### src/rtl/alarm_pkg.sv
// Shared types and helpers for the alarm clock UI / ring sequencing block.
package alarm_pkg;

  // User-interface edit states: run, then clock hour/minute, then alarm hour/minute.
  typedef enum logic [2:0] {
    UI_RUN   = 3'd0,
    UI_T_HR  = 3'd1,
    UI_T_MIN = 3'd2,
    UI_A_HR  = 3'd3,
    UI_A_MIN = 3'd4
  } ui_state_t;

  // Ring sequencer states.
  typedef enum logic [1:0] {
    RS_IDLE    = 2'd0,
    RS_RINGING = 2'd1,
    RS_SNOOZED = 2'd2
  } ring_state_t;

  // Wrap points of the edit registers.
  localparam logic [4:0] HR_MAX  = 5'd23;
  localparam logic [5:0] MIN_MAX = 6'd59;

  // Two BCD digits of a 0..63 binary value.
  typedef struct packed {
    logic [3:0] tens;
    logic [3:0] units;
  } bcd_t;

  // Split a binary value (0..59 in practice) into tens and units digits.
  function automatic bcd_t bcd_split(input logic [5:0] value);
    bcd_t       result;
    logic [5:0] quot;
    logic [5:0] rem;
    quot         = value / 6'd10;
    rem          = value - quot * 6'd10;
    result.tens  = 4'(quot);
    result.units = 4'(rem);
    return result;
  endfunction

endpackage

### src/rtl/alarm_ctrl_ring_seq.sv
// Ring / snooze sequencer: starts ringing on an armed alarm rising edge,
// auto-stops after RING_SECS, handles a bounded number of snoozes and
// issues a one-cycle stop pulse whenever ringing ends or pauses.
module ring_seq
  import alarm_pkg::*;
#(
  parameter int RING_SECS   = 60,
  parameter int SNOOZE_SECS = 300,
  parameter int MAX_SNOOZE  = 3
) (
  input  logic clk,
  input  logic reset,
  input  logic sec_tick,
  input  logic alarm,
  input  logic arm_en,
  input  logic snooze_req,
  input  logic stop_req,
  output logic ring,
  output logic stop
);

  localparam int RW = $clog2(RING_SECS + 1);
  localparam int TW = $clog2(SNOOZE_SECS + 1);
  localparam int SW = $clog2(MAX_SNOOZE + 1);

  localparam logic [RW-1:0] RING_LAST    = RW'(RING_SECS - 1);
  localparam logic [TW-1:0] SNOOZE_LOAD  = TW'(SNOOZE_SECS);
  localparam logic [TW-1:0] TIMER_ONE    = TW'(1);
  localparam logic [SW-1:0] SNOOZE_LIMIT = SW'(MAX_SNOOZE);

  ring_state_t   state, state_next;
  logic [RW-1:0] ring_cnt, ring_cnt_next;
  logic [TW-1:0] timer, timer_next;
  logic [SW-1:0] snooze_cnt, snooze_cnt_next;
  logic          alarm_q;
  logic          rise;
  logic          ring_d, stop_d;

  assign rise = alarm && !alarm_q;

  // State register, counters, edge detector and registered outputs.
  always_ff @(posedge clk or negedge reset) begin
    if (!reset) begin
      state      <= RS_IDLE;
      ring_cnt   <= '0;
      timer      <= '0;
      snooze_cnt <= '0;
      alarm_q    <= 1'b0;
      ring       <= 1'b0;
      stop       <= 1'b0;
    end else begin
      // NOTE: sequential state uses <= so every register samples pre-edge values;
      // blocking = here would make results depend on statement order.
      state      <= state_next;
      ring_cnt   <= ring_cnt_next;
      timer      <= timer_next;
      snooze_cnt <= snooze_cnt_next;
      alarm_q    <= alarm;
      ring       <= ring_d;
      stop       <= stop_d;
    end
  end

  // Next-state and counter update; stop requests beat snooze and timer expiry.
  always_comb begin
    // NOTE: defaults first so every path assigns every variable; otherwise a
    // missing branch would infer a latch.
    state_next      = state;
    ring_cnt_next   = ring_cnt;
    timer_next      = timer;
    snooze_cnt_next = snooze_cnt;
    case (state)
      RS_IDLE: begin
        if (rise && arm_en) begin
          state_next      = RS_RINGING;
          ring_cnt_next   = '0;
          snooze_cnt_next = '0;
        end
      end
      RS_RINGING: begin
        if (stop_req || (snooze_req && snooze_cnt >= SNOOZE_LIMIT)) begin
          state_next = RS_IDLE;
        end else if (snooze_req) begin
          state_next      = RS_SNOOZED;
          snooze_cnt_next = snooze_cnt + 1'b1;
          timer_next      = SNOOZE_LOAD;
        end else if (sec_tick) begin
          if (ring_cnt == RING_LAST) begin
            state_next = RS_IDLE;
          end else begin
            ring_cnt_next = ring_cnt + 1'b1;
          end
        end
      end
      RS_SNOOZED: begin
        if (stop_req) begin
          state_next = RS_IDLE;
        end else if (sec_tick) begin
          if (timer == TIMER_ONE) begin
            state_next    = RS_RINGING;
            ring_cnt_next = '0;
            timer_next    = '0;
          end else begin
            timer_next = timer - 1'b1;
          end
        end
      end
      default: state_next = RS_IDLE;
    endcase
  end

  // Output decode: ring follows the next state; stop fires whenever an active
  // state is left for anything other than ringing.
  always_comb begin
    ring_d = (state_next == RS_RINGING);
    stop_d = (state != RS_IDLE) && (state_next != state) && (state_next != RS_RINGING);
  end

endmodule

### src/rtl/alarm_ctrl.sv
// Alarm clock UI controller: turns debounced button pulses into BCD load
// values and time_set/alarm_set pulses, tracks the alarm enable, and hands
// ring/snooze sequencing to ring_seq.
module alarm_ctrl
  import alarm_pkg::*;
#(
  parameter int RING_SECS    = 60,
  parameter int SNOOZE_SECS  = 300,
  parameter int MAX_SNOOZE   = 3,
  parameter int EDIT_TIMEOUT = 30
) (
  input  logic       clk,
  input  logic       reset,
  input  logic       sec_tick,
  input  logic       btn_mode,
  input  logic       btn_inc,
  input  logic       btn_arm,
  input  logic       btn_snooze,
  input  logic       btn_stop,
  input  logic       alarm,
  output logic [1:0] hour_in1,
  output logic [3:0] hour_in0,
  output logic [3:0] min_in1,
  output logic [3:0] min_in0,
  output logic       time_set,
  output logic       alarm_set,
  output logic       alarm_on,
  output logic       stop,
  output logic       ring,
  output logic [1:0] edit_field,
  output logic       edit_alarm
);

  localparam int             IW        = $clog2(EDIT_TIMEOUT + 1);
  localparam logic [IW-1:0] IDLE_LAST  = IW'(EDIT_TIMEOUT - 1);

  ui_state_t     state, state_next;
  logic [4:0]    hr;
  logic [5:0]    mn;
  logic [IW-1:0] idle_cnt;
  logic          any_btn;
  logic          edit_active;
  logic          timeout;
  logic          time_set_d, alarm_set_d;
  logic          stop_req;
  bcd_t          hr_bcd, mn_bcd;

  assign any_btn     = btn_mode | btn_inc | btn_arm | btn_snooze | btn_stop;
  assign edit_active = (state != UI_RUN);
  assign timeout     = edit_active && !any_btn && sec_tick && (idle_cnt == IDLE_LAST);

  // Disarming while ringing or snoozed ends the alarm just like btn_stop.
  assign stop_req = btn_stop | (btn_arm & alarm_on);

  // UI state register.
  always_ff @(posedge clk or negedge reset) begin
    if (!reset) begin
      state <= UI_RUN;
    end else begin
      state <= state_next;
    end
  end

  // UI next state: mode walks the fields; an idle timeout abandons the edit.
  always_comb begin
    state_next = state;
    case (state)
      UI_RUN:   if (btn_mode) state_next = UI_T_HR;
      UI_T_HR:  if (btn_mode) state_next = UI_T_MIN; else if (timeout) state_next = UI_RUN;
      UI_T_MIN: if (btn_mode) state_next = UI_A_HR;  else if (timeout) state_next = UI_RUN;
      UI_A_HR:  if (btn_mode) state_next = UI_A_MIN; else if (timeout) state_next = UI_RUN;
      UI_A_MIN: if (btn_mode) state_next = UI_RUN;   else if (timeout) state_next = UI_RUN;
      default:  state_next = UI_RUN;
    endcase
  end

  // UI outputs: field indicators from the state, commit strobes on leaving a minute field.
  always_comb begin
    edit_field  = 2'd0;
    edit_alarm  = 1'b0;
    time_set_d  = 1'b0;
    alarm_set_d = 1'b0;
    case (state)
      UI_T_HR:  edit_field = 2'd1;
      UI_T_MIN: begin
        edit_field = 2'd2;
        time_set_d = btn_mode;
      end
      UI_A_HR: begin
        edit_field = 2'd1;
        edit_alarm = 1'b1;
      end
      UI_A_MIN: begin
        edit_field  = 2'd2;
        edit_alarm  = 1'b1;
        alarm_set_d = btn_mode;
      end
      default: ;
    endcase
  end

  // Load strobes are registered so they line up with the committed digits.
  always_ff @(posedge clk or negedge reset) begin
    if (!reset) begin
      time_set  <= 1'b0;
      alarm_set <= 1'b0;
    end else begin
      time_set  <= time_set_d;
      alarm_set <= alarm_set_d;
    end
  end

  // Edit registers: increment the active field with wrap; mode pressed in
  // the same cycle takes precedence and the increment is dropped.
  always_ff @(posedge clk or negedge reset) begin
    if (!reset) begin
      hr <= '0;
      mn <= '0;
    end else if (btn_inc && !btn_mode) begin
      if (edit_field == 2'd1) begin
        hr <= (hr == HR_MAX) ? '0 : hr + 1'b1;
      end else if (edit_field == 2'd2) begin
        mn <= (mn == MIN_MAX) ? '0 : mn + 1'b1;
      end
    end
  end

  // Idle counter: seconds without a button press while editing.
  always_ff @(posedge clk or negedge reset) begin
    if (!reset) begin
      idle_cnt <= '0;
    end else if (!edit_active || any_btn || timeout) begin
      idle_cnt <= '0;
    end else if (sec_tick) begin
      idle_cnt <= idle_cnt + 1'b1;
    end
  end

  // Alarm enable toggles on every arm press, in any UI state.
  always_ff @(posedge clk or negedge reset) begin
    if (!reset) begin
      alarm_on <= 1'b0;
    end else if (btn_arm) begin
      alarm_on <= !alarm_on;
    end
  end

  // Digits presented to the datapath are a plain BCD view of the edit registers.
  assign hr_bcd   = bcd_split({1'b0, hr});
  assign mn_bcd   = bcd_split(mn);
  assign hour_in1 = 2'(hr_bcd.tens);
  assign hour_in0 = hr_bcd.units;
  assign min_in1  = mn_bcd.tens;
  assign min_in0  = mn_bcd.units;

  ring_seq #(
    .RING_SECS  (RING_SECS),
    .SNOOZE_SECS(SNOOZE_SECS),
    .MAX_SNOOZE (MAX_SNOOZE)
  ) u_ring_seq (
    .clk       (clk),
    .reset     (reset),
    .sec_tick  (sec_tick),
    .alarm     (alarm),
    .arm_en    (alarm_on),
    .snooze_req(btn_snooze),
    .stop_req  (stop_req),
    .ring      (ring),
    .stop      (stop)
  );

endmodule

### config.mk
export PLATFORM = sky130hd
export DESIGN_NAME = alarm_ctrl
export DESIGN_NICKNAME = d
export VERILOG_FILES = /design/src/rtl/alarm_pkg.sv /design/src/rtl/alarm_ctrl_ring_seq.sv /design/src/rtl/alarm_ctrl.sv
export SDC_FILE = /design/constraint.sdc
export NUM_CORES = 1
export LEC_CHECK = 0
export ABC_AREA = 1
export CORE_ASPECT_RATIO = 1.2
export CORE_MARGIN = 5
export CORE_UTILIZATION = 50
export DETAILED_ROUTE_END_ITERATION = 8
export MAX_ROUTING_LAYER = met4
export PLACE_DENSITY_LB_ADDON = 0.3
export SLEW_MARGIN = 20
export SYNTH_ARGS = -nofsm -noshare
export SYNTH_HDL_FRONTEND = slang
export SYNTH_HIERARCHICAL = 1
export SYNTH_SLANG_ARGS = --single-unit
export TNS_END_PERCENT = 100
### constraint.sdc
create_clock -name clk -period 5.4 [get_ports clk]
set_input_delay 1.08 -clock clk [delete_from_list [all_inputs] [get_ports clk]]
set_output_delay 1.08 -clock clk [all_outputs]
set_load 0.005 [all_outputs]
Fig. 1: the clock network
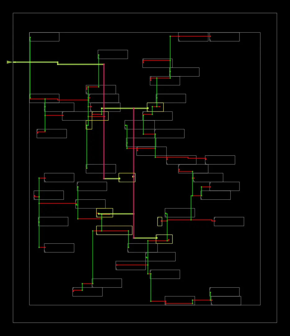
sequential cells: 44
# clk buffers: 6
P_clk: 0.248 mW
Skew-Pair Late Insertion Delay: 0.29 ns

Fig. 2: placement by cell class
(6 px per um)
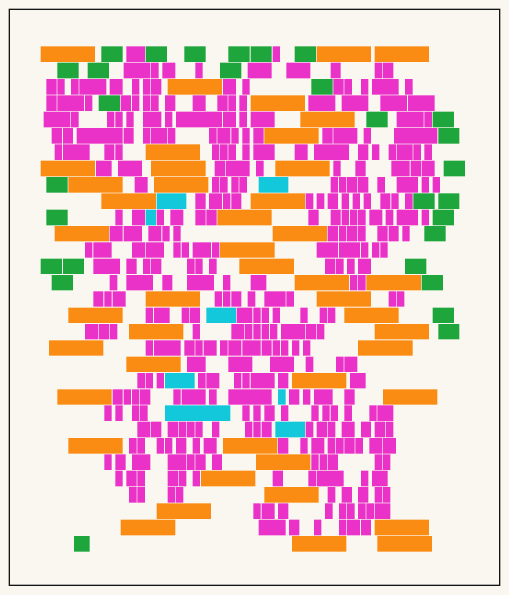
- cyan: clock drivers and dummy loads (cells 8; share of their area 3.1%)
- green: other buffers and delay cells (cells 29; share of their area 8.4%)
- orange: flops (cells 44; share of their area 32%)
- magenta: combinational and other logic (cells 352; share of their area 56%)
final core occ: 58.8%
Core ar.: 6010 um2
flop share of the area: 31.1%

Fig. 3: I/O pins on the die edge
(4 px per um) Pins as bars across the die edge, other pins in gray.
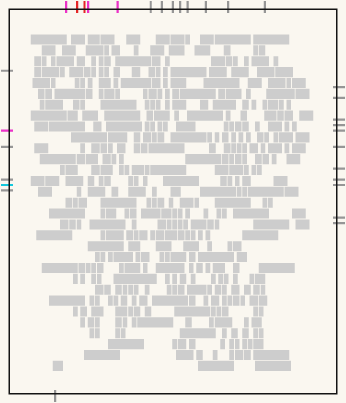
- magenta: hour_in0 (pins 4; direction output; edge 3 north, 1 west)
- cyan: btn_arm (pins 1; direction input; edge west)
- red: hour_in1 (pins 2; direction output; edge north)
die y size: 95.8 um
Die X: 81.5 um

==> results.toml <==
# yosys + openroad results
[outcome]
outcome = "finished clean"

[finish]
layout.nonclk_buf_share_pct = 8.14
logic_area_um2 = 1700
largest_cell_class = "combinational gates"
antennaDiodeCount = 0
num-fill-cells = 576
drive_gt1_share_pct = 13.6
layout_top_cells = "nand2_1 (87), inv_1 (54), dfrtp_1 (44)"
final_area_um2 = 3540
area_growth_pct = 15.3
fin_nets = 458
regMostFlops = "u_ring_seq/timer"
top_regs = "u_ring_seq/timer (9), mn (6), u_ring_seq/ring_cnt (6)"
fin_cells = 515
clockNetworkAreaShare_pct = 3.04
seqCellArea_um2 = 1100
layout_top_cell = "nand2_1"
largest_reg_flops = 9
comb_share_pct = 48.1
inverters = 63
comb_cells = 289
buffers_excl_clock = 29

[power]
p_comb_share_pct = 51.0
pwr-share-clk_pct = 16.3
p_sw_share_pct = 40.1
power_switching_mw = 0.610
seq_power_share_pct = 32.7
p_total_mw = 1.52
vdd_ir_drop_max_uv = 261
intPower_mw = 0.913
power.density_nw_per_um2 = 431
p_leak_nw = 1.72

[clock_tree]
cts_num_sinks = 44
htree_levels = 2
cts_tree = "built"
post_cts_buffers = 0
clk_pin_slew_ns = 0.08
ctsResizeCount = 0
hold_buffers = 0
max-clock-path-buffers = 2
root_buffer = "clkbuf_8"
cts_inserted_buffers = 5

[synth]
yosys-top-cells-count = "nand2_1 (87), inv_1 (54), dfrtp_1 (44), nand3_1 (38), nor2_1 (37)"
synth_cells = 400
synthFlopType = "dfrtp_1"
synth_warnings = 6
synth_nets = 426
top_area_share_pct = 35.9
async_flop_share_pct = 100
syn-cell-area_um2 = 3070
synth_flops = 44
netlist_top_cells_area = "dfrtp_1 (36%), nand2_1 (11%), inv_1 (6.6%), ha_1 (6.5%), nand3_1 (6.2%)"
avgSynthCellArea_um2 = 7.66
top_area_cell = "dfrtp_1"
yosysMostFrequentCell = "nand2_1"
synth_seq_share_pct = 35.9
edf_count = 0
ys_area_um2 = 3070
ys_cells = 400
ys_types = 36

[setup_path]
slowest_delay_ns = 0.49
cp_slowest_cell = "clkdlybuf4s50_1"
startpoint = "mn[3]"
cp-start-kind = "register"
path_cells = "inv_2, nand2_2, nand2_2, nand3_1, nand2_1, inv_1, ha_1, nand3b_1, nand3_2, nand2_2, ha_1, inv_1, fa_1, inv_1, xor2_1, inv_1, nand2_1, nand2_1, inv_1, clkdlybuf4s50_1"
cp_max_fo = 8
critPathArrivalTime_ns = 3.33
reg2regPathDepth = 7
rrSetupSlack_ns = 3.63
rr_startpoint = "u_ring_seq/ring_cnt[0]"
r2r_end = "u_ring_seq/ring_cnt[0]"
crit_path_frequent_cell = "inv_1"
required_ns = 4.32
path_class = "reg -> out"
cp-end-kind = "primary output"
endpoint = "min_in0[3]"

[sta]
setup_viol = 0
worst-slew-pin-transition_ns = 0.561
final_max_slew_viol_count = 0
max_freq_mhz = 227
worst_slack_ns = 0.995
fin_setup_tns_ns = 0
finClkSkew_ns = 0.00455
hold_violations = 0
period_needed_ns = 4.41
grt_setup_unrepaired = "false"
period_used_pct = 81.6
relSlewSlack_pct = 62.6
holdWs_ns = 0.512

[flow_run]
openroad.warnings = 35
maxCapViolCount = 0

[floorplan]
fp_util_pct = 51.0
dieArea_um2 = 7800
io_pins = 31
rows = 31
taps = 82

[grt]
grt_antenna_before_repair = 0
overflow = 0
grt_use_met2_pct = 28.7
grt_pass1_vias = 2479
busiest_layer = "met2"
grt_max_degree = 45
grtUsageMet1_pct = 21.8
grt.total_usage_pct = 17.3
grt_pass1_wl_um = 10600

[hold_path]
whs_path_depth = 2
min_path_type = "reg -> reg"

[placed_design]
gp_congestion = 0.871
portBuffers = 29
place_area_um2 = 3430
place_ws_ns = 1.29
hpwl_um = 4590
place_inst = 507

[routing]
wl_met1_um = 2670
routed_via_density = 5.10
drc_errors = 0
drtAntennaViolNets = 0
drtPass1Iterations = 5
wl_met3_um = 236
wl_met2_um = 2920
drt_iter0_drc = 120
wl_per_cell_um = 11.5
topRoutingLayerUsed = "met4"
Fig. 4: layout detail
Window x 31 to 81, y 46 to 96 um. Cells in gray, sequential cells in the stronger gray; small squares are vias.
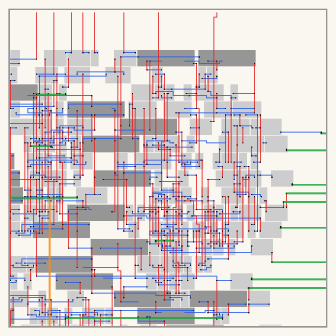
- green: metal 3
- red: metal 2
- orange: metal 4
- blue: metal 1
- cells with their middle in the window: 157
- sequential cells in the window: 14
- netlist names of flops here include: mn (6), state (2), u_ring_seq/state (2)
- most frequent: nand2_1 (29), inv_1 (21), clkdlybuf4s50_1 (15)

Fig. 5: the metal 3 layer
(4 px per um) Cells faint in the background.
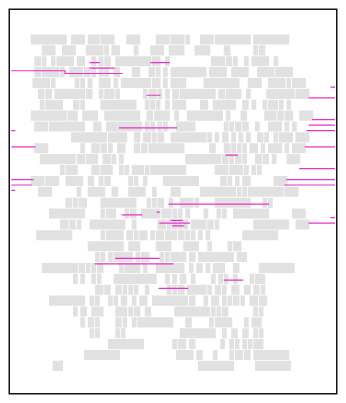
- main direction: horizontal
- nets with wire on the layer: 28
vias: 2629
final wirelength: 5900 um
GR Layer Usage met3: 2.90%

==> worst min-delay path by stage <==
stage	start	slack [ns]	to
2_1_floorplan	hr[4]	0.46	hr[4]
3_5_place_dp	u_ring_seq/snooze_cnt[1]	0.50	u_ring_seq/snooze_cnt[1]
5_1_grt	u_ring_seq/snooze_cnt[1]	0.54	u_ring_seq/snooze_cnt[1]
4_1_cts	u_ring_seq/snooze_cnt[1]	0.52	u_ring_seq/snooze_cnt[1]
6_report	u_ring_seq/snooze_cnt[1]	0.51	u_ring_seq/snooze_cnt[1]
3_3_place_gp	hr[4]	0.47	hr[4]
==> logic make-up (layout without fill, tap and decap cells) <==
| logic type | Yosys count | after routing | synth area share (%) |
|---|---|---|---|
| AOI/OAI and AO/OA | 42 | 42 | 7.96 |
| buffers and inverters | 67 | 100 | 8.61 |
| DFF | 44 | 44 | 35.9 |
| adders and majority gates | 17 | 17 | 7.18 |
| other | 1 | 1 | 0.122 |
| xor gates and xnor gates | 10 | 10 | 2.86 |
| and+or+nand+nor | 219 | 219 | 37.3 |
==> power groups by stage <==
stage / clock network (mW) / registers (mW) / logic (mW)
after floorplan: 0 / 0.479 / 0.498
after global placement: 0 / 0.499 / 0.766
after detailed placement: 0 / 0.503 / 0.788
after CTS: 0.257 / 0.497 / 0.789
after global routing: 0.272 / 0.513 / 0.883
final: 0.248 / 0.498 / 0.777
==> critical path: cells and delay by family, from the launching register on <==
| kind | cells | cell delay [ns] |
|---|---|---|
| buffers and inverters | 7 | 0.91 |
| adder cells (fa/ha/maj) | 3 | 0.77 |
| AND/OR/NAND/NOR | 9 | 0.72 |
| flip-flops | 1 | 0.47 |
| XOR/XNOR | 1 | 0.17 |
No activity file was given, so power comes from the tool's default toggle rates.
